`config.mk`:
```
export PLATFORM = sky130hd
export DESIGN_NAME = tas_queue_scheduler
export DESIGN_NICKNAME = d
export VERILOG_FILES = /design/src/rtl/tas_queue_scheduler.sv
export SDC_FILE = /design/constraint.sdc
export NUM_CORES = 1
export LEC_CHECK = 0
export ABC_CLOCK_PERIOD_IN_PS = 14340
export CAP_MARGIN = 40
export CELL_PAD_IN_SITES_DETAIL_PLACEMENT = 0
export CELL_PAD_IN_SITES_GLOBAL_PLACEMENT = 1
export CORE_UTILIZATION = 47
export DETAILED_ROUTE_END_ITERATION = 12
export HOLD_SLACK_MARGIN = 0.15
export PLACE_DENSITY = 0.95
export SLEW_MARGIN = 20
export SYNTH_ARGS = -nofsm -noshare
export SYNTH_HDL_FRONTEND = slang
export SYNTH_SLANG_ARGS = --single-unit
```
`constraint.sdc`:
```
create_clock -name clk_in -period 14.34 [get_ports clk_in]
set_clock_uncertainty 0.1 [all_clocks]
set_input_delay 2.151 -clock clk_in [delete_from_list [all_inputs] [get_ports clk_in]]
set_output_delay 2.151 -clock clk_in [all_outputs]
set_load 0.005 [all_outputs]
```
`src/rtl/tas_queue_scheduler.sv`:
```
// Time-aware egress scheduler: walks a gate control list and picks the
// highest-priority non-empty, gate-open queue, offering its head descriptor downstream.
module tas_queue_scheduler #(
    parameter int NUM_Q      = 8,
    parameter int GCL_DEPTH  = 8,
    parameter int INTERVAL_W = 16
) (
    input  logic                        clk_in,
    input  logic                        rst_n,
    input  logic                        sched_en,
    input  logic                        gcl_wr_en,
    input  logic [2:0]                  gcl_wr_addr,
    input  logic [NUM_Q+INTERVAL_W-1:0] gcl_wr_data,
    input  logic [3:0]                  gcl_len,
    input  logic [NUM_Q-1:0]            q_nonempty,
    input  logic [16*NUM_Q-1:0]         q_head_addr,
    output logic                        deq_vld,
    output logic [2:0]                  deq_q,
    output logic [15:0]                 deq_addr,
    input  logic                        deq_rdy,
    output logic [NUM_Q-1:0]            q_pop,
    output logic [NUM_Q-1:0]            gate_state,
    output logic                        cycle_start,
    output logic [1:0]                  arb_state
);

    // Handshake: a descriptor is transferred in the cycle where deq_vld and
    // deq_rdy are both high; once raised, deq_vld and its payload hold until then.

    typedef enum logic [1:0] {
        S_IDLE  = 2'd0,
        S_OFFER = 2'd1,
        S_POP   = 2'd2
    } arb_state_t;

    logic [NUM_Q+INTERVAL_W-1:0] gcl_ram [GCL_DEPTH];

    logic                  run_q;
    logic [2:0]            idx;
    logic [2:0]            next_idx;
    logic [2:0]            last_idx;
    logic [INTERVAL_W-1:0] cnt;
    logic [INTERVAL_W-1:0] cur_term;
    logic [NUM_Q+INTERVAL_W-1:0] entry0;
    logic [NUM_Q+INTERVAL_W-1:0] next_entry;

    arb_state_t            state, state_n;
    logic                  vld_n;
    logic [2:0]            q_n;
    logic [15:0]           addr_n;
    logic [NUM_Q-1:0]      pop_n;
    logic [NUM_Q-1:0]      eligible;
    logic [2:0]            pick_q;

    always_ff @(posedge clk_in) begin
        if (gcl_wr_en) begin
            gcl_ram[gcl_wr_addr] <= gcl_wr_data;
        end
    end

    function automatic logic [INTERVAL_W-1:0] term_of(input logic [INTERVAL_W-1:0] ival);
        term_of = (ival == '0) ? '0 : ival - 1'b1;
    endfunction

    always_comb begin
        last_idx = 3'd0;
        if (gcl_len == 4'd0) begin
            last_idx = 3'd0;
        end else if (gcl_len >= 4'd8) begin
            last_idx = 3'd7;
        end else begin
            last_idx = gcl_len[2:0] - 3'd1;
        end
        next_idx   = (idx >= last_idx) ? 3'd0 : idx + 3'd1;
        entry0     = gcl_ram[0];
        next_entry = gcl_ram[next_idx];
    end

    // The terminal count is captured at load time so a rewrite of the running
    // entry only takes effect the next time that entry is loaded.
    always_ff @(posedge clk_in or negedge rst_n) begin
        if (!rst_n) begin
            run_q       <= 1'b0;
            idx         <= 3'd0;
            cnt         <= '0;
            cur_term    <= '0;
            gate_state  <= '0;
            cycle_start <= 1'b0;
        end else if (!sched_en) begin
            run_q       <= 1'b0;
            idx         <= 3'd0;
            cnt         <= '0;
            cur_term    <= '0;
            gate_state  <= '0;
            cycle_start <= 1'b0;
        end else if (!run_q) begin
            run_q       <= 1'b1;
            idx         <= 3'd0;
            cnt         <= '0;
            cur_term    <= term_of(entry0[INTERVAL_W-1:0]);
            gate_state  <= entry0[NUM_Q+INTERVAL_W-1:INTERVAL_W];
            cycle_start <= 1'b1;
        end else if (cnt == cur_term) begin
            idx         <= next_idx;
            cnt         <= '0;
            cur_term    <= term_of(next_entry[INTERVAL_W-1:0]);
            gate_state  <= next_entry[NUM_Q+INTERVAL_W-1:INTERVAL_W];
            cycle_start <= (next_idx == 3'd0);
        end else begin
            cnt         <= cnt + 1'b1;
            cycle_start <= 1'b0;
        end
    end

    // Strict priority: the ascending scan leaves the highest eligible index.
    always_comb begin
        eligible = q_nonempty & gate_state;
        pick_q   = 3'd0;
        for (int i = 0; i < NUM_Q; i++) begin
            if (eligible[i]) begin
                pick_q = i[2:0];
            end
        end
    end

    always_comb begin
        state_n = state;
        vld_n   = deq_vld;
        q_n     = deq_q;
        addr_n  = deq_addr;
        pop_n   = '0;
        case (state)
            S_IDLE: begin
                if (eligible != '0) begin
                    vld_n   = 1'b1;
                    q_n     = pick_q;
                    addr_n  = q_head_addr[16*pick_q +: 16];
                    state_n = S_OFFER;
                end
            end
            S_OFFER: begin
                if (deq_rdy) begin
                    vld_n        = 1'b0;
                    pop_n[deq_q] = 1'b1;
                    state_n      = S_POP;
                end
            end
            S_POP: begin
                state_n = S_IDLE;
            end
            default: begin
                vld_n   = 1'b0;
                state_n = S_IDLE;
            end
        endcase
    end

    always_ff @(posedge clk_in or negedge rst_n) begin
        if (!rst_n) begin
            state    <= S_IDLE;
            deq_vld  <= 1'b0;
            deq_q    <= 3'd0;
            deq_addr <= 16'd0;
            q_pop    <= '0;
        end else begin
            state    <= state_n;
            deq_vld  <= vld_n;
            deq_q    <= q_n;
            deq_addr <= addr_n;
            q_pop    <= pop_n;
        end
    end

    assign arb_state = state;

endmodule

```
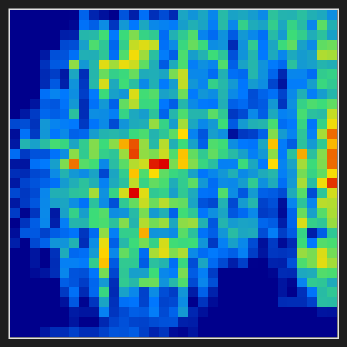
Fig. 1. Routed metal per tile (run 1).
(2 px per µm) The die is cut into 33 by 33 equal tiles; dark blue is low, red is high, scaled to the fullest tile. Values are wire area over tile area, all layers added.
16% of the tiles are over half the peak. The emptiest ninth of the die: bottom left. The mean over all tiles is 0.19. The densest ninth of the die: middle. 14% of the tiles are nearly empty.

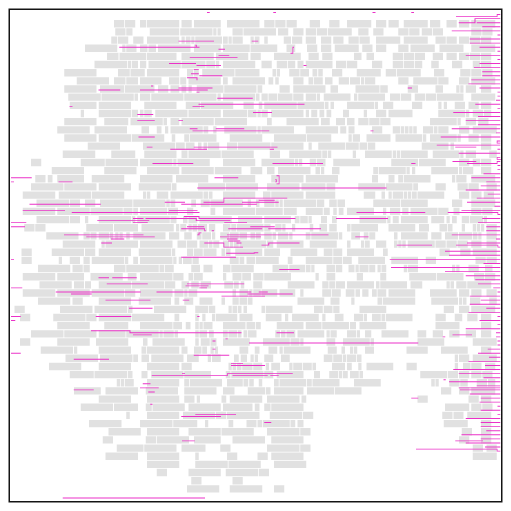
Fig. 2. The metal 3 layer (run 1).
(3 px per µm)
197 nets have wire on it. The longest straight run is 62.8 µm. The layer carries 2420 µm of wire. The wires run mostly horizontal.

==> summary.txt, run 1 <==
Observations from the implementation run.

Global routing:
- The run gives the initial antenna violation count as 2.
- The run gives the largest net degree at the start of global routing as 56.
- The run puts the global-route congestion overflow total at 0.
- The run gives the number of global-route vias before repair as 8450.
- The first global-routing pass estimated 46500 µm of wire.

Power:
- Total power for the finished layout comes to 1.89 mW.
- Per the OpenROAD power report, leakage power amounts to 5.62 nW.
- The run puts the maximum vdd drop at 0.0856 mV.
- The run puts the power density relative to cell area at 120 nW/µm².

Yosys:
- The run gives the share of flip-flops with an asynchronous set or reset after synthesis as 0.281.
- The run gives the fraction of the mapped netlist area in adder cells as 0.00916.
- The area recorded from the Yosys report for this design is 12300 µm².
- The run gives the post-synthesis sequential area ratio as 0.622.
- The run gives the number of nets at floorplan as 1068.
- The run puts the number of different library cells in the post-synthesis netlist at 65.
- The run puts the yosys warning tally at 0.
- Per the synthesis report, the XOR/XNOR share of the synthesized area is 0.0384.
- Yosys reports the multiplexer fraction of the synthesized area as 0.113.
- Looking at the gate-level netlist, the highest instance count belongs to sky130_fd_sc_hd__edfxtp_1.
- The run puts the simple-gate share of the synthesized area at 0.107.
- The run puts the synthesized area divided by synthesized cell count at 13.9 µm².
- The cell count after synthesis came out at 887.
- Sorting the synthesized cells by how often they occur yields 192 x sky130_fd_sc_hd__edfxtp_1, 126 x sky130_fd_sc_hd__nand2_1, 75 x sky130_fd_sc_hd__dfrtp_1.
- Of the post-synthesis cell area, the dominant cell type holds 0.469.
- In the post-synthesis netlist, the biggest area contributors are sky130_fd_sc_hd__edfxtp_1 47%, sky130_fd_sc_hd__dfrtp_1 15%, sky130_fd_sc_hd__mux4_2 8.8%.
- The largest total area in the synthesized netlist belongs to sky130_fd_sc_hd__edfxtp_1.
- The run puts the total standard cell area after synthesis at 12300 µm².
- Among the non-sequential cells, multiplexers take the most area.
- The run puts the cell count in the Yosys report at 887.
- In this run, synthesis inferred 192 flip-flops with an integrated enable.
- Counting flops and latches in the post-synthesis netlist gives 267.
- The run gives the aoi/oai-family share of the synthesized area as 0.0904.
- The commonest register cell is sky130_fd_sc_hd__edfxtp_1.

Critical path:
- The cell sequence reported for the critical path is clkdlybuf4s50_1 > inv_1 > ha_1 > inv_1 > nor2_1 > o21bai_1 > ha_1 > nor2b_1 > o21a_1 > and2_1 > o221ai_1 > nor4_4 > nand4_4 > o31ai_4 > o221ai_1.
- The run gives the number of buffer and inverter stages on the critical path as 3.
- The run gives the cell family with the largest share of critical-path delay as AND-OR/OR-AND gates.
- The worst setup path is of the in2reg kind.
- The worst register-to-register path depth is 11.
- The run puts the biggest cell delay along the critical path at 660 ps.
- The run gives the largest fanout on the critical path as 13.
- The run gives the number of logic stages on the critical path including buffering as 15.
- Per the STA report, the cell with the highest stage delay on the worst path is sky130_fd_sc_hd__o31ai_4.
- The run gives the nature of the critical path endpoint as a register.
- The run puts the required arrival time at the worst endpoint at 14620 ps.
- The run gives the startpoint kind of the worst setup timing path as a primary input.
- Data on the critical path arrives at its endpoint at 6720 ps.

Run:
- Across the run, the number of max-cap violations was 0.
- The stage logs contain a warning count of 27.

Floorplanning:
- The run gives the placeable core region as 25400 µm².
- According to the floorplan log, the row count is 58.
- The run puts the fraction of the core area occupied by cells at floorplan at 0.484.
- The run puts the I/O pin count at 211.
- The run gives the chip area as 26800 µm².

Cells and area:
- Compared with the post-synthesis result, the final layout area differs by 28.5%.
- In the final design database the tool counted 1284 nets.
- The run gives the number of fill cells in the layout as 1891.
- The run gives the final instance area as 15800 µm².
- Once layout is complete, the cells apart from fillers number 1455.
- The most common logic cell in the final layout is sky130_fd_sc_hd__clkdlybuf4s50_1.
- In the layout the commonest cells are 209 x sky130_fd_sc_hd__clkdlybuf4s50_1, 192 x sky130_fd_sc_hd__edfxtp_1, 125 x sky130_fd_sc_hd__nand2_1.
- The run puts the fraction of layout cells with a size suffix above 1 at 0.130.
- The run puts the final core utilization at 0.622.

Min path:
- The run gives the path category of the worst min-delay check as reg2reg.
- Hold analysis shows the worst path with a depth of 2.

Final timing:
- Across all checked pins, the minimum headroom to the slew limit is 0.507.
- The run gives the number of hold violations in the final report as 0.
- The run puts the count of final setup violators at 0.
- In the final report, the number of pins over their slew limit comes to 0.
- The run gives the worst setup slack after layout as 7900 ps.
- For this run, the top clock speed supported by timing is 155 MHz.
- The run gives the worst hold slack across all endpoints as 366 ps.
- Setup repair after global routing left no endpoint under its margin.
- The run gives the final period demand of the worst path as 6440 ps.
- The run gives the final sum of negative setup slack as 0 ps.
- Dividing the final minimum period by the clock period gives 0.449.
- The transition time recorded at the tightest slew-check pin is 739 ps.

Clock network:
- The run gives the deepest level of the CTS H-tree as 1.
- The run gives the buffer depth of the longest clock path as 3.
- TritonCTS built the clock tree.
- The run gives the clock tree root driver cell as sky130_fd_sc_hd__clkbuf_16.
- The run gives the clock-pin slew reported for the worst setup and hold paths after clock tree synthesis as 60 ps.
- The run gives the number of buffers added for setup after CTS as 0.
- Gates resized during post-CTS repair numbered 0.
- Clock latency on the worst-skew pair, taken at its later pin, is 550 ps.
- The run puts the clock sink count at 267.
- The run gives the total CTS buffers as 27.
- The run puts the quantity of hold-fixing buffers added after cts at 0.

Detailed routing:
- The run puts the post-route DRC violation count at 0.
- The run puts the number of nets with antenna violations after detailed routing at 0.
- The run puts the number of violations reported at the end of detailed-routing iteration 0 at 609.
- The run gives the detailed-routing iteration count for the pre-antenna-repair pass as 5.
- For this block, the via count after detailed routing is 8441.
- The run puts the routed wire length at 30900 µm.
- Dividing the detail-routed via count by the number of cells gives 5.80.

Place:
- The run gives the cell count after placement as 1401.
- The run puts the half-perimeter wire length of the detailed placement result at 21600 µm.
- The run gives the total cell area at the placement stage as 14900 µm².
- The run gives the weighted congestion at the end of routability-driven global placement as 0.899.
- The run gives the worst setup slack before clock tree synthesis as 7390 ps.

Status:
- The flow ran to the end, and the final reports show no timing, DRC or antenna violations.
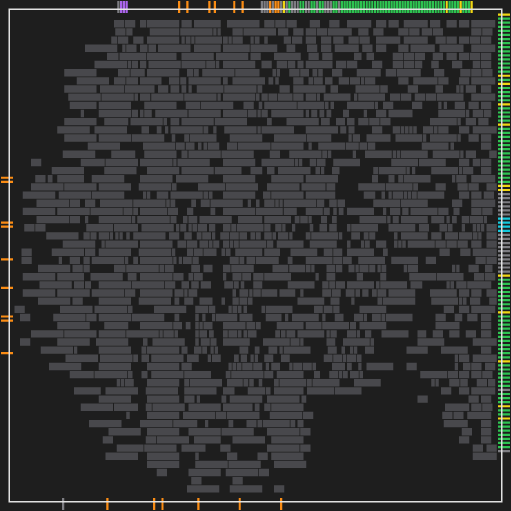
Fig. 3. I/O pins on the die edge (run 1).
(3 px per µm) Pins as bars across the die edge, other pins in grey.
gcl_len: marked cyan, pins 4, direction input, edge right. deq_addr: marked yellow, pins 16, direction output, edge 12 right, 4 top. gcl_wr_addr: marked purple, pins 3, direction input, edge top. q_head_addr: marked green, pins 128, direction input, edge 74 right, 54 top. gcl_wr_data: marked orange, pins 24, direction input, edge 9 top, 9 left, 6 bottom.
All pins by edge: 108 right, 87 top, 9 left, 7 bottom.
vertical die dimension: 164 µm
Port Buf Inserts: 210
Die X: 164 µm

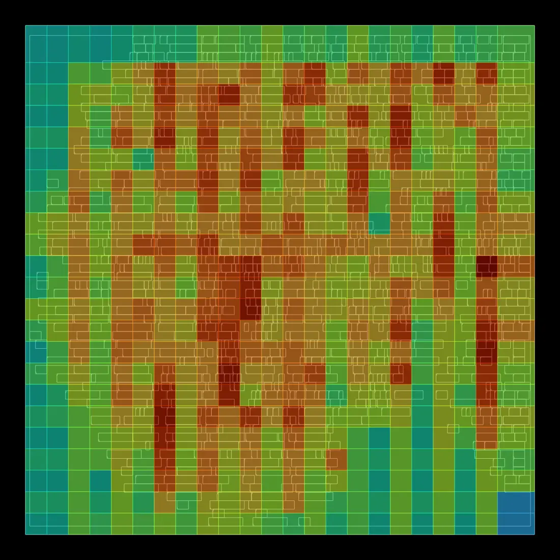
Fig. 4. Routing congestion (run 1).
final routed wire length divided by cell count: 21.2 µm
combined global-route utilization of all metal layers: 0.227
M3 GR Usage: 0.0343

==> run 1: metal layers <==
| layer | vias up | part of all wire | GRT usage |
|---|---|---|---|
| met2 | 378 | 0.50 | 0.395 |
| met1 | 4151 | 0.39 | 0.288 |
| met4 | 0 | 0.031 | 0.0804 |
| li1 | 3854 | - | - |
| met5 | - | 0 | 0 |
| met3 | 58 | 0.078 | 0.0343 |
==> run 1: state kept, by name, indices dropped and copies added (netlist names) <==
signal and count:
cur_term 16, idx 3, arb_state 2, deq_addr 16
run_q 1, gcl_ram 192, q_pop 8, deq_q 3
deq_vld 1, gate_state 8, cycle_start 1, cnt 16
==> run 1: report_power, final <==
group	total [mW]	internal (mW)	switching, mW
Clock	0.668	0.383	0.286
Sequential	0.919	0.884	0.0345
Combinational	0.305	0.168	0.137
==> run 1: worst paths after layout <==
path | start | to | slack, ps
setup / recovery | gcl_len[0] | cur_term[5] | 7900
hold / removal | deq_addr[1] | deq_addr[1] | 370
setup reg to reg | idx[0] | cur_term[5] | 9240
hold reg to reg | deq_addr[1] | deq_addr[1] | 370
max in group asynchronous | rst_n | cur_term[3] | 12090
min in group asynchronous | rst_n | deq_addr[13] | 1480
==> run 1: layout make-up <==
| cell class | count | area, µm² | share of cell area |
|---|---|---|---|
| flip-flops and latches | 267 | 7640 | 0.484 |
| multi-input cells | 562 | 4480 | 0.283 |
| repair buffers | 233 | 2360 | 0.149 |
| clock buffers | 36 | 739 | 0.0468 |
| well taps | 330 | 413 | 0.0262 |
| clock inverters | 14 | 114 | 0.00721 |
| inverters | 12 | 45.0 | 0.00285 |
| diodes | 1 | 2.50 | 0.000158 |
--- run 2 (diff from run 1) ---
- ABC_CLOCK_PERIOD_IN_PS: 14340 -> 6600
- CORE_UTILIZATION: 47 -> 44
- PLACE_DENSITY: 0.95 -> 0.92
- clock period: 14.34 -> 6.6 ns (I/O delays scaled with it)
==> summary.txt, run 2 <==
Observations from the implementation run.

Status:
- Run status: complete, no violations (unchanged).

Yosys:
- The run gives the post-synthesis cell type with the largest instance count as sky130_fd_sc_hd__edfxtp_1 (unchanged).
- The number of standard cells after synthesis came to 887 (unchanged).
- The run gives the post-synthesis sequential area ratio as 0.622 (unchanged).
- The run puts the yosys synthesis chip area at 12300 µm² (unchanged).
- The xor/xnor cell area share of the yosys netlist came to 0.0384 (unchanged).
- The run gives the dominant register cell in the synthesized netlist as sky130_fd_sc_hd__edfxtp_1 (unchanged).
- The run gives the number of nets at floorplan as 1068 (unchanged).
- The run gives the top cell type's share of synthesized area as 0.469 (unchanged).
- The run gives the share of flip-flops with an asynchronous set or reset after synthesis as 0.281 (unchanged).
- The run puts the area fraction in mux cells at 0.113 (unchanged).
- The synthesized area divided by synthesized cell count was 13.9 µm² (unchanged).
- The aoi/oai-family share of the synthesized area came to 0.0904 (unchanged).
- The fraction of the mapped netlist area in adder cells is 0.00916 (unchanged).
- Most numerous cell types in the synthesized netlist: 192 x sky130_fd_sc_hd__edfxtp_1, 126 x sky130_fd_sc_hd__nand2_1, 75 x sky130_fd_sc_hd__dfrtp_1 (unchanged).
- The library cell with the largest summed area after synthesis is sky130_fd_sc_hd__edfxtp_1 (unchanged).
- The number of synthesized register bits was 267 (unchanged).
- The run puts the total standard cell area after synthesis at 12300 µm² (unchanged).
- The run gives the count of library flops with an enable pin as 192 (unchanged).
- The run puts the simple-gate share of the synthesized area at 0.107 (unchanged).
- The run puts the cell count in the Yosys report at 887 (unchanged).
- Main area contributors: sky130_fd_sc_hd__edfxtp_1 47%, sky130_fd_sc_hd__dfrtp_1 15%, sky130_fd_sc_hd__mux4_2 8.8% (unchanged).
- The run puts the yosys warning tally at 0 (unchanged).
- The number of different library cells in the post-synthesis netlist was 65 (unchanged).

Run:
- The run puts the number of violations of the max-capacitance limit at 0 (unchanged).
- The run puts the number of warning messages in the logs at 27 (unchanged).

Critical path:
- The run puts the data arrival time at the worst-slack endpoint at 5080 ps (was 6720 ps).
- The number of buffer and inverter stages on the critical path was 3 (unchanged).
- The run gives the cell family with the largest share of critical-path delay as AND-OR/OR-AND gates (unchanged).
- The nature of the critical path endpoint was a register (unchanged).
- The critical-path cell with the highest stage delay was sky130_fd_sc_hd__o31ai_4 (unchanged).
- The run gives the required arrival time at the worst endpoint as 6860 ps (was 14620 ps).
- The largest fanout on the critical path came to 13 (unchanged).
- The run gives the startpoint kind of the worst setup timing path as a primary input (unchanged).
- Critical Path, Cell by Cell: clkdlybuf4s50_1 > inv_1 > ha_1 > inv_1 > nor2_1 > o21bai_1 > ha_1 > nor2b_1 > o21a_1 > and2_1 > o221ai_1 > nor4_4 > nand4_4 > o31ai_4 > o221ai_1 (unchanged).
- The biggest cell delay along the critical path was 680 ps (was 660 ps).
- The start-to-end type of the worst setup path is in2reg (unchanged).

Place:
- The cell count after placement is 1446 (was 1401).
- The run gives the count of input and output buffers as 210 (unchanged).
- The run gives the weighted congestion at the end of routability-driven global placement as 0.897 (was 0.899).
- The half-perimeter wire length of the detailed placement result is 22000 µm (was 21600 µm).

Global routing:
- The global routing's busiest layer was met2 (unchanged).
- The run puts the global router's overall resource usage at 0.217 (was 0.227).
- The global routing usage on met3 came to 0.0419 (was 0.0343).
- The run gives the global-route congestion overflow total as 0 (unchanged).
- The run gives the largest net degree at the start of global routing as 47 (was 56).
- The wire length of the first global-routing pass came to 47900 µm (was 46500 µm).
- The run puts the initial antenna violation count at 0 (was 2).
- The global routing met2 resource utilization was 0.374 (was 0.395).
- The run gives the number of global-route vias before repair as 8394 (was 8450).

Detailed routing:
- The met3 wire length was 2240 µm (was 2420 µm).
- The detailed-routing iteration count for the pre-antenna-repair pass came to 5 (unchanged).
- The run puts the number of violations reported at the end of detailed-routing iteration 0 at 784 (was 609).
- The run gives the highest layer used for signal routing as met4 (unchanged).
- The run puts the detailed-route vias per instance at 5.63 (was 5.80).
- The run puts the via count at 8433 (was 8441).
- The met2 routed wirelength was 16100 µm (was 15400 µm).
- The number of nets with antenna violations after detailed routing was 0 (unchanged).
- The run puts the routed wire length at 31500 µm (was 30900 µm).
- The run gives the total routed wire length on the met1 layer as 12600 µm (was 12100 µm).

Cells and area:
- The number of flip-flops in the largest register came to 192 (unchanged).
- The most used logic cell in the final layout is sky130_fd_sc_hd__clkdlybuf4s50_1 (unchanged).
- The run gives the number of fill cells in the layout as 2140 (was 1891).
- The run puts the area added between synthesis and finish at 29.2% (was 28.5%).
- The run gives the fraction of layout cells with a size suffix above 1 as 0.131 (was 0.130).
- Dominant logic cell types in the final layout: 209 x sky130_fd_sc_hd__clkdlybuf4s50_1, 192 x sky130_fd_sc_hd__edfxtp_1, 125 x sky130_fd_sc_hd__nand2_1 (unchanged).
- The net total in the final layout came to 1287 (was 1284).
- The number of antenna repair diodes is 0 (was 1).
- The register with the most flip-flops is gcl_ram (unchanged).
- The number of non-filler instances in the completed layout came to 1499 (was 1455).

Clock network:
- The run gives the buffer depth of the longest clock path as 3 (unchanged).
- The deepest level of the CTS H-tree was 1 (unchanged).
- The quantity of hold-fixing buffers added after cts was 0 (unchanged).
- The cell resize tally after clock tree synthesis is 0 (unchanged).
- The run puts the total CTS buffers at 27 (unchanged).
- The run gives the clock latency on the worst-skew pair as 540 ps (was 550 ps).
- The run gives the CTS tree as yes (unchanged).
- The run puts the number of buffers added for setup after CTS at 0 (unchanged).
- The run gives the clock sink count as 267 (unchanged).
- The clock-pin slew reported for the worst setup and hold paths after clock tree synthesis is 60 ps (about the same).
- The clock tree root driver cell is sky130_fd_sc_hd__clkbuf_16 (unchanged).

Final timing:
- The number of slew-limit violations in the final report is 0 (unchanged).
- The number of hold violations in the final report was 0 (unchanged).
- The run puts the post-layout period usage of the worst path at 0.730.
- The run gives the tightest slew margin relative to the limit as 0.445 (was 0.507).
- The run puts the final sum of negative setup slack at 0 ps (unchanged).
- Timing would allow up to 207 MHz.
- The run puts the transition time at the pin with the least slew margin at 829 ps (was 739 ps).
- Setup repair after global routing missed its margin: no (unchanged).
- The run puts the count of final setup violators at 0 (unchanged).
- The worst hold slack across all endpoints is 299 ps (was 366 ps).
- The final timing report derives a shortest allowable period of 4820 ps.

Min path:
- The run gives the path category of the worst min-delay check as in2async (was reg2reg).

Floorplanning:
- The vertical die size is 169 µm (was 164 µm).
- The run puts the fraction of the core area occupied by cells at floorplan at 0.452 (was 0.484).
- The run gives the I/O pin count as 211 (unchanged).
- The run puts the number of standard-cell rows in the floorplan at 60 (was 58).
- The horizontal die size is 169 µm (was 164 µm).
- The placeable core region was 27200 µm² (was 25400 µm²).
- The run puts the chip area at 28600 µm² (was 26800 µm²).

Power:
- The run puts the leakage component of the power at 5.64 nW (was 5.62 nW).
- The run puts the maximum vdd drop at 0.181 mV (was 0.0856 mV).
- The run gives the power density relative to cell area as 259 nW/µm² (was 120 nW/µm²).
run 2: cell counts after synthesis:
Identical to the previous run, type by type.
run 2: power breakdown:
group / switching, mW / internal, mW / leakage [nW]
registers: 0.0741 / 1.92 / 2.74
clock network: 0.618 / 0.831 / 0.412
logic: 0.303 / 0.368 / 2.50
total: 0.994 / 3.12 / 5.64
run 2: path summary, 6_finish.rpt:
| check | slack, ps | endpoint | depth (start not counted) | start |
|---|---|---|---|---|
| worst max register to register | 2180 | cur_term[5] | 10 | idx[1] |
| worst max-delay path | 1780 | cur_term[5] | 15 | gcl_len[0] |
| max in group asynchronous | 5540 | gate_state[6] | 2 | rst_n |
| worst min-delay path | 300 | cur_term[12] | 1 | rst_n |
| min in group clk_in | 370 | deq_addr[15] | 2 | deq_addr[15] |
| worst min register to register | 370 | deq_addr[15] | 2 | deq_addr[15] |
run 2: per-stage QoR:
stage                     total power, mW  worst slack (ps)   util  instance area, µm²
final                                4.11              1780  0.584               15900
after global routing                 4.28              1480  0.584               15900
after CTS                            4.15              1850  0.581               15800
after detailed placement             2.70              1280  0.551               15000
after global placement               2.68              1390  0.547               14900
after floorplan                      2.31              1600      -               12300
run 2: logic make-up (layout without fill, tap and decap cells):
group | after synthesis | count (layout)
xor+xnor | 53 | 53
buf+inv | 58 | 298
flops | 267 | 267
compound gates | 140 | 140
fa+ha+maj | 9 | 9
mux | 77 | 77
simple gates | 283 | 283
run 2: final cells by class:
cell class,count,area (µm²),area share
clock buffers,33,698,0.0440
repair buffers,236,2410,0.152
well taps,372,465,0.0293
multi-input cells,562,4480,0.282
flip-flops and latches,267,7640,0.481
clock inverters,17,141,0.00890
inverters,12,45.0,0.00284
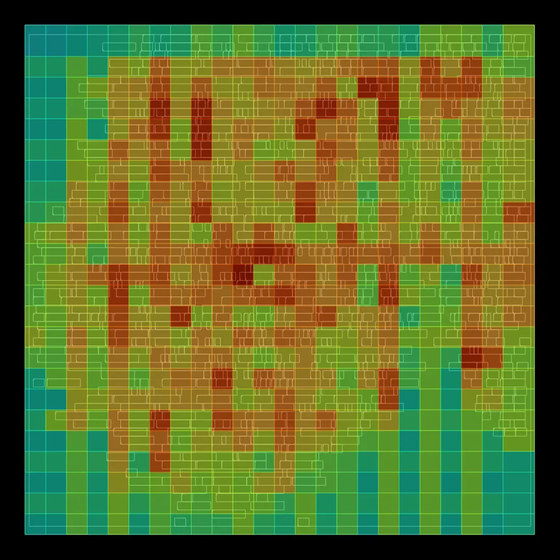
Fig. 5. Routing congestion (run 2).
final routed wire length divided by cell count: 21.0 µm
global routing met1 resource utilization: 0.282

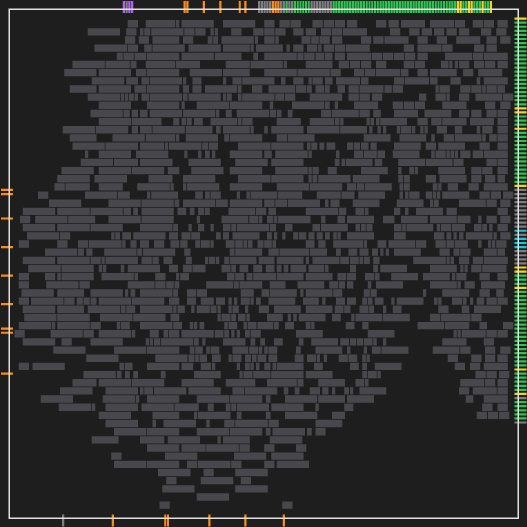
Fig. 6. I/O pins on the die edge (run 2).
(3 px per µm) Pins as bars across the die edge, other pins in grey.
gcl_len: marked cyan, pins 4, direction input, edge right. q_head_addr: marked green, pins 128, direction input, edge 69 right, 59 top. deq_addr: marked yellow, pins 16, direction output, edge 10 right, 6 top. gcl_wr_addr: marked purple, pins 3, direction input, edge top. gcl_wr_data: marked orange, pins 24, direction input, edge 9 top, 9 left, 6 bottom.
All pins by edge: 100 right, 95 top, 9 left, 7 bottom.

--- run 3 (diff from run 2) ---
- ABC_CLOCK_PERIOD_IN_PS: 6600 -> 4600
- clock period: 6.6 -> 4.6 ns (I/O delays scaled with it)
==> summary.txt, run 3 <==
Observations from the implementation run.

Critical path:
- The run gives the startpoint kind of the worst setup timing path as a register (was primary input).
- The critical-path cell with the highest stage delay was sky130_fd_sc_hd__xnor2_2 (was sky130_fd_sc_hd__o31ai_4).
- The cell family with the largest share of critical-path delay is AND-OR/OR-AND gates (unchanged).
- Critical Path, Cell by Cell: ha_1 > xnor2_2 > nor3_1 > o41ai_2 > o2111ai_2 > nor4_4 > buf_4 > nand3_1 > o311ai_0 > o211ai_1 (was clkdlybuf4s50_1 > inv_1 > ha_1 > inv_1 > nor2_1 > o21bai_1 > ha_1 > nor2b_1 > o21a_1 > and2_1 > o221ai_1 > nor4_4 > nand4_4 > o31ai_4 > o221ai_1).
- The run gives the start-to-end type of the worst setup path as reg2reg (was in2reg).
- The run gives the number of buffer and inverter stages on the critical path as 1 (was 3).
- The run gives the data arrival time at the worst-slack endpoint as 4250 ps (was 5080 ps).
- The run puts the biggest cell delay along the critical path at 660 ps (was 680 ps).
- The run gives the nature of the critical path endpoint as a register (unchanged).
- The largest fanout on the critical path is 14 (was 13).
- The run gives the required arrival time at the worst endpoint as 4910 ps (was 6860 ps).

Global routing:
- The run gives the global router's overall resource usage as 0.218 (was 0.217).
- The initial antenna violation count was 2 (was 0).
- The run gives the largest net degree at the start of global routing as 49 (was 47).
- The global-route congestion overflow total came to 0 (unchanged).
- The run gives the wire length of the first global-routing pass as 48100 µm (was 47900 µm).
- The number of global-route vias before repair came to 8745 (was 8394).

Cells and area:
- The run gives the number of fill cells in the layout as 2127 (was 2140).
- The sequential standard cell area is 7640 µm² (unchanged).
- The number of non-filler instances in the completed layout came to 1513 (was 1499).
- The run gives the fraction of layout cells with a size suffix above 1 as 0.140 (was 0.131).
- The most used logic cell in the final layout was sky130_fd_sc_hd__clkdlybuf4s50_1 (unchanged).
- The register with the most flip-flops is gcl_ram (unchanged).
- The run puts the number of flip-flops in the largest register at 192 (unchanged).
- The run puts the area added between synthesis and finish at 30.6% (was 29.2%).
- The run gives the net total in the final layout as 1299 (was 1287).
- The run gives the multi-input logic area as 4470 µm² (was 4480 µm²).
- Dominant logic cell types in the final layout: 209 x sky130_fd_sc_hd__clkdlybuf4s50_1, 192 x sky130_fd_sc_hd__edfxtp_1, 125 x sky130_fd_sc_hd__nand2_1 (unchanged).

Detailed routing:
- The number of violations reported at the end of detailed-routing iteration 0 came to 639 (was 784).
- The run gives the total routed wire length on the met1 layer as 13000 µm (was 12600 µm).
- The run gives the detailed-route vias per instance as 5.64 (was 5.63).
- The run puts the number of nets with antenna violations after detailed routing at 0 (unchanged).
- The run gives the highest layer used for signal routing as met4 (unchanged).
- The via count is 8537 (was 8433).
- The detailed-route wire length per cell is 20.9 µm (was 21.0 µm).
- The run puts the post-route DRC violation count at 0 (unchanged).
- The run puts the routed wire length at 31600 µm (was 31500 µm).
- The met3 wire length was 2100 µm (was 2240 µm).
- The run puts the detailed-routing iteration count for the pre-antenna-repair pass at 5 (unchanged).
- The met2 routed wirelength came to 15800 µm (was 16100 µm).

Floorplanning:
- The run gives the chip area as 28600 µm² (unchanged).
- The placeable core region was 27200 µm² (unchanged).
- The run puts the I/O pin count at 211 (unchanged).
- The run gives the horizontal die size as 169 µm (unchanged).
- The run gives the fraction of the core area occupied by cells at floorplan as 0.452 (unchanged).
- The number of standard-cell rows in the floorplan came to 60 (unchanged).
- The run puts the vertical die size at 169 µm (unchanged).

Place:
- The run gives the weighted congestion at the end of routability-driven global placement as 0.944 (was 0.897).
- The run gives the count of input and output buffers as 210 (unchanged).
- The run puts the worst setup slack before clock tree synthesis at 256 ps (was 1280 ps).
- The run gives the half-perimeter wire length of the detailed placement result as 22000 µm (about the same).
- The cell count after placement is 1457 (was 1446).

Power:
- The power density relative to cell area came to 378 nW/µm² (was 259 nW/µm²).
- The run puts the combinational power at 0.977 mW (was 0.670 mW).
- The run puts the fraction of power consumed by the clock network at 0.368 (was 0.352).
- The run gives the maximum vdd drop as 0.263 mV (was 0.181 mV).
- The run gives the switching power as a share of total power as 0.235 (was 0.242).
- The sequential share of power came to 0.471 (was 0.485).
- The run puts the part of the power in combinational logic at 0.161 (was 0.163).
- The run puts the sequential power at 2.86 mW (was 2.00 mW).
- The run puts the net switching power figure at 1.43 mW (was 0.994 mW).
- The largest power group is registers (unchanged).
- The power drawn by the clock network is 2.23 mW (was 1.45 mW).
- The internal power contribution came to 4.64 mW (was 3.12 mW).
- The run gives the leakage component of the power as 5.73 nW (was 5.64 nW).

Yosys:
- The yosys warning tally is 0 (unchanged).
- The run gives the number of different library cells in the post-synthesis netlist as 65 (unchanged).
- The run puts the post-synthesis sequential area ratio at 0.622 (unchanged).
- The cell count in the Yosys report was 887 (unchanged).
- The run puts the top cell type's share of synthesized area at 0.469 (unchanged).
- The run puts the total standard cell area after synthesis at 12300 µm² (unchanged).
- The share of flip-flops with an asynchronous set or reset after synthesis is 0.281 (unchanged).
- Most numerous cell types in the synthesized netlist: 192 x sky130_fd_sc_hd__edfxtp_1, 126 x sky130_fd_sc_hd__nand2_1, 75 x sky130_fd_sc_hd__dfrtp_1 (unchanged).
- The run gives the synthesized area divided by synthesized cell count as 13.9 µm² (unchanged).
- The number of standard cells after synthesis came to 887 (unchanged).
- The run puts the count of library flops with an enable pin at 192 (unchanged).
- The run puts the number of synthesized register bits at 267 (unchanged).
- The library cell with the largest summed area after synthesis is sky130_fd_sc_hd__edfxtp_1 (unchanged).
- The post-synthesis cell type with the largest instance count is sky130_fd_sc_hd__edfxtp_1 (unchanged).
- The dominant register cell in the synthesized netlist was sky130_fd_sc_hd__edfxtp_1 (unchanged).
- The run puts the yosys synthesis chip area at 12300 µm² (unchanged).
- The number of nets at floorplan came to 1068 (unchanged).
- Main area contributors: sky130_fd_sc_hd__edfxtp_1 47%, sky130_fd_sc_hd__dfrtp_1 15%, sky130_fd_sc_hd__mux4_2 8.8% (unchanged).

Run:
- The number of violations of the max-capacitance limit is 0 (unchanged).
- The number of warning messages in the logs came to 27 (unchanged).

Final timing:
- The run puts the number of slew-limit violations in the final report at 0 (unchanged).
- The run puts the transition time at the pin with the least slew margin at 794 ps (was 829 ps).
- The count of final setup violators was 0 (unchanged).
- The worst path needs 3940 ps of the cycle, external delays included.
- The run gives the peak clock frequency supported by timing as 254 MHz.
- The tightest slew margin relative to the limit was 0.468 (was 0.445).
- The final sum of negative setup slack came to 0 ps (unchanged).
- The run gives the post-layout period usage of the worst path as 0.856.
- The run puts the worst setup slack after layout at 664 ps (was 1780 ps).
- Setup repair after global routing missed its margin: no (unchanged).
- The run puts the number of hold violations in the final report at 0 (unchanged).

Clock network:
- The run gives the CTS tree as yes (unchanged).
- The run puts the clock-pin slew reported for the worst setup and hold paths after clock tree synthesis at 60 ps (about the same).
- The run puts the quantity of hold-fixing buffers added after cts at 1 (was 0).
- The run puts the total CTS buffers at 27 (unchanged).
- The run puts the cell resize tally after clock tree synthesis at 0 (unchanged).
- The clock tree root driver cell is sky130_fd_sc_hd__clkbuf_16 (unchanged).
- The run gives the number of buffers added for setup after CTS as 0 (unchanged).
- The run puts the deepest level of the CTS H-tree at 1 (unchanged).
- The run gives the buffer depth of the longest clock path as 3 (unchanged).
- The run gives the clock latency on the worst-skew pair as 550 ps (was 540 ps).
- The clock sink count came to 267 (unchanged).

Status:
- Run status: complete, no violations (unchanged).

Min path:
- The path category of the worst min-delay check is reg2reg (was in2async).
-- run 3: cell counts after synthesis --
No cell type changed its count.
-- run 3: worst reg2reg max path: cells and delay by family, from the launching register on --
kind,cells,cell delay [ps]
flops,1,420
xor+xnor,1,660
simple gates,3,750
buf+inv,1,210
fa+ha+maj,1,320
compound gates,4,1360
-- run 3: through the flow --
step / hold WS [ps] / power, mW / instance area, µm² / util
finish: 361 / 6.06 / 16000 / 0.590
global route: 377 / 6.30 / 16000 / 0.590
CTS: 367 / 6.12 / 16000 / 0.588
detailed placement: 355 / 3.89 / 15000 / 0.554
global placement: 340 / 3.86 / 15000 / 0.553
floorplan: 294 / 3.31 / 12300 / -
-- run 3: final cells by class --
| class | instances | share of cell area |
|---|---|---|
| clock inverter | 12 | 0.0107 |
| sequential | 267 | 0.476 |
| timing repair buffer | 248 | 0.156 |
| antenna | 2 | 0.000312 |
| inverter | 12 | 0.00281 |
| clock buffer | 38 | 0.0459 |
| multi-input combinational | 562 | 0.279 |
| tap | 372 | 0.0290 |
-- run 3: worst paths after layout --
check	startpoint	end	slack [ps]	cells past startpoint
setup reg to reg	idx[1]	cur_term[12]	660	10
setup / recovery	idx[1]	cur_term[12]	660	10
hold / removal	gcl_ram[0][21]	gate_state[5]	360	2
max in group asynchronous	rst_n	deq_addr[11]	3260	3
min in group asynchronous	rst_n	cur_term[10]	560	2
hold reg to reg	gcl_ram[0][21]	gate_state[5]	360	2
-- run 3: logic make-up after synthesis --
family	share of synthesized area
fa+ha+maj	0.00916
buf+inv	0.0201
compound gates	0.0904
mux	0.113
flops	0.622
simple gates	0.107
xor+xnor	0.0384
-- run 3: routing by layer --
metal | track usage | vias to the layer above
met5 | 0 | -
met4 | 0.0693 | 0
met3 | 0.0390 | 43
met2 | 0.377 | 324
met1 | 0.278 | 4285
li1 | - | 3885
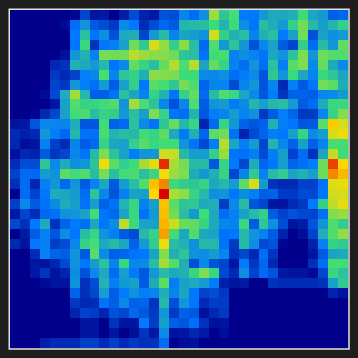
Fig. 7. Routed metal per tile (run 3).
(2 px per µm) The die is cut into 34 by 34 equal tiles; dark blue is low, red is high, scaled to the fullest tile. Values are wire area over tile area, all layers added.
The mean over all tiles is 0.18. The densest ninth of the die: middle. The emptiest ninth of the die: bottom right. 13% of the tiles are over half the peak. The fullest tile reaches 0.67.

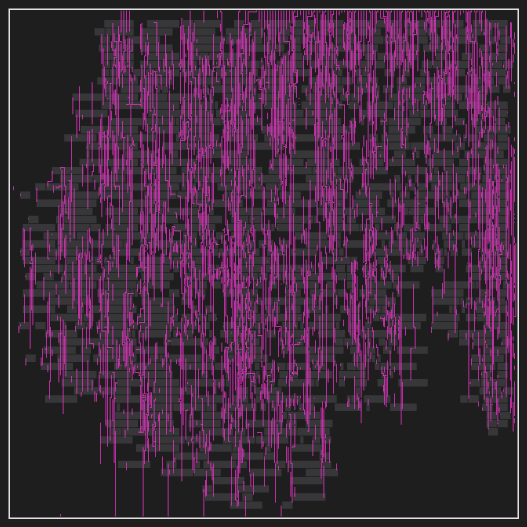
Fig. 8. Met2 routing (run 3).
(3 px per µm)
The layer holds 50% of the routed length. The layer carries 15800 µm of wire. 1137 nets have wire on it. The longest straight run is 72.9 µm.

Power is estimated from default activity; no workload was simulated.
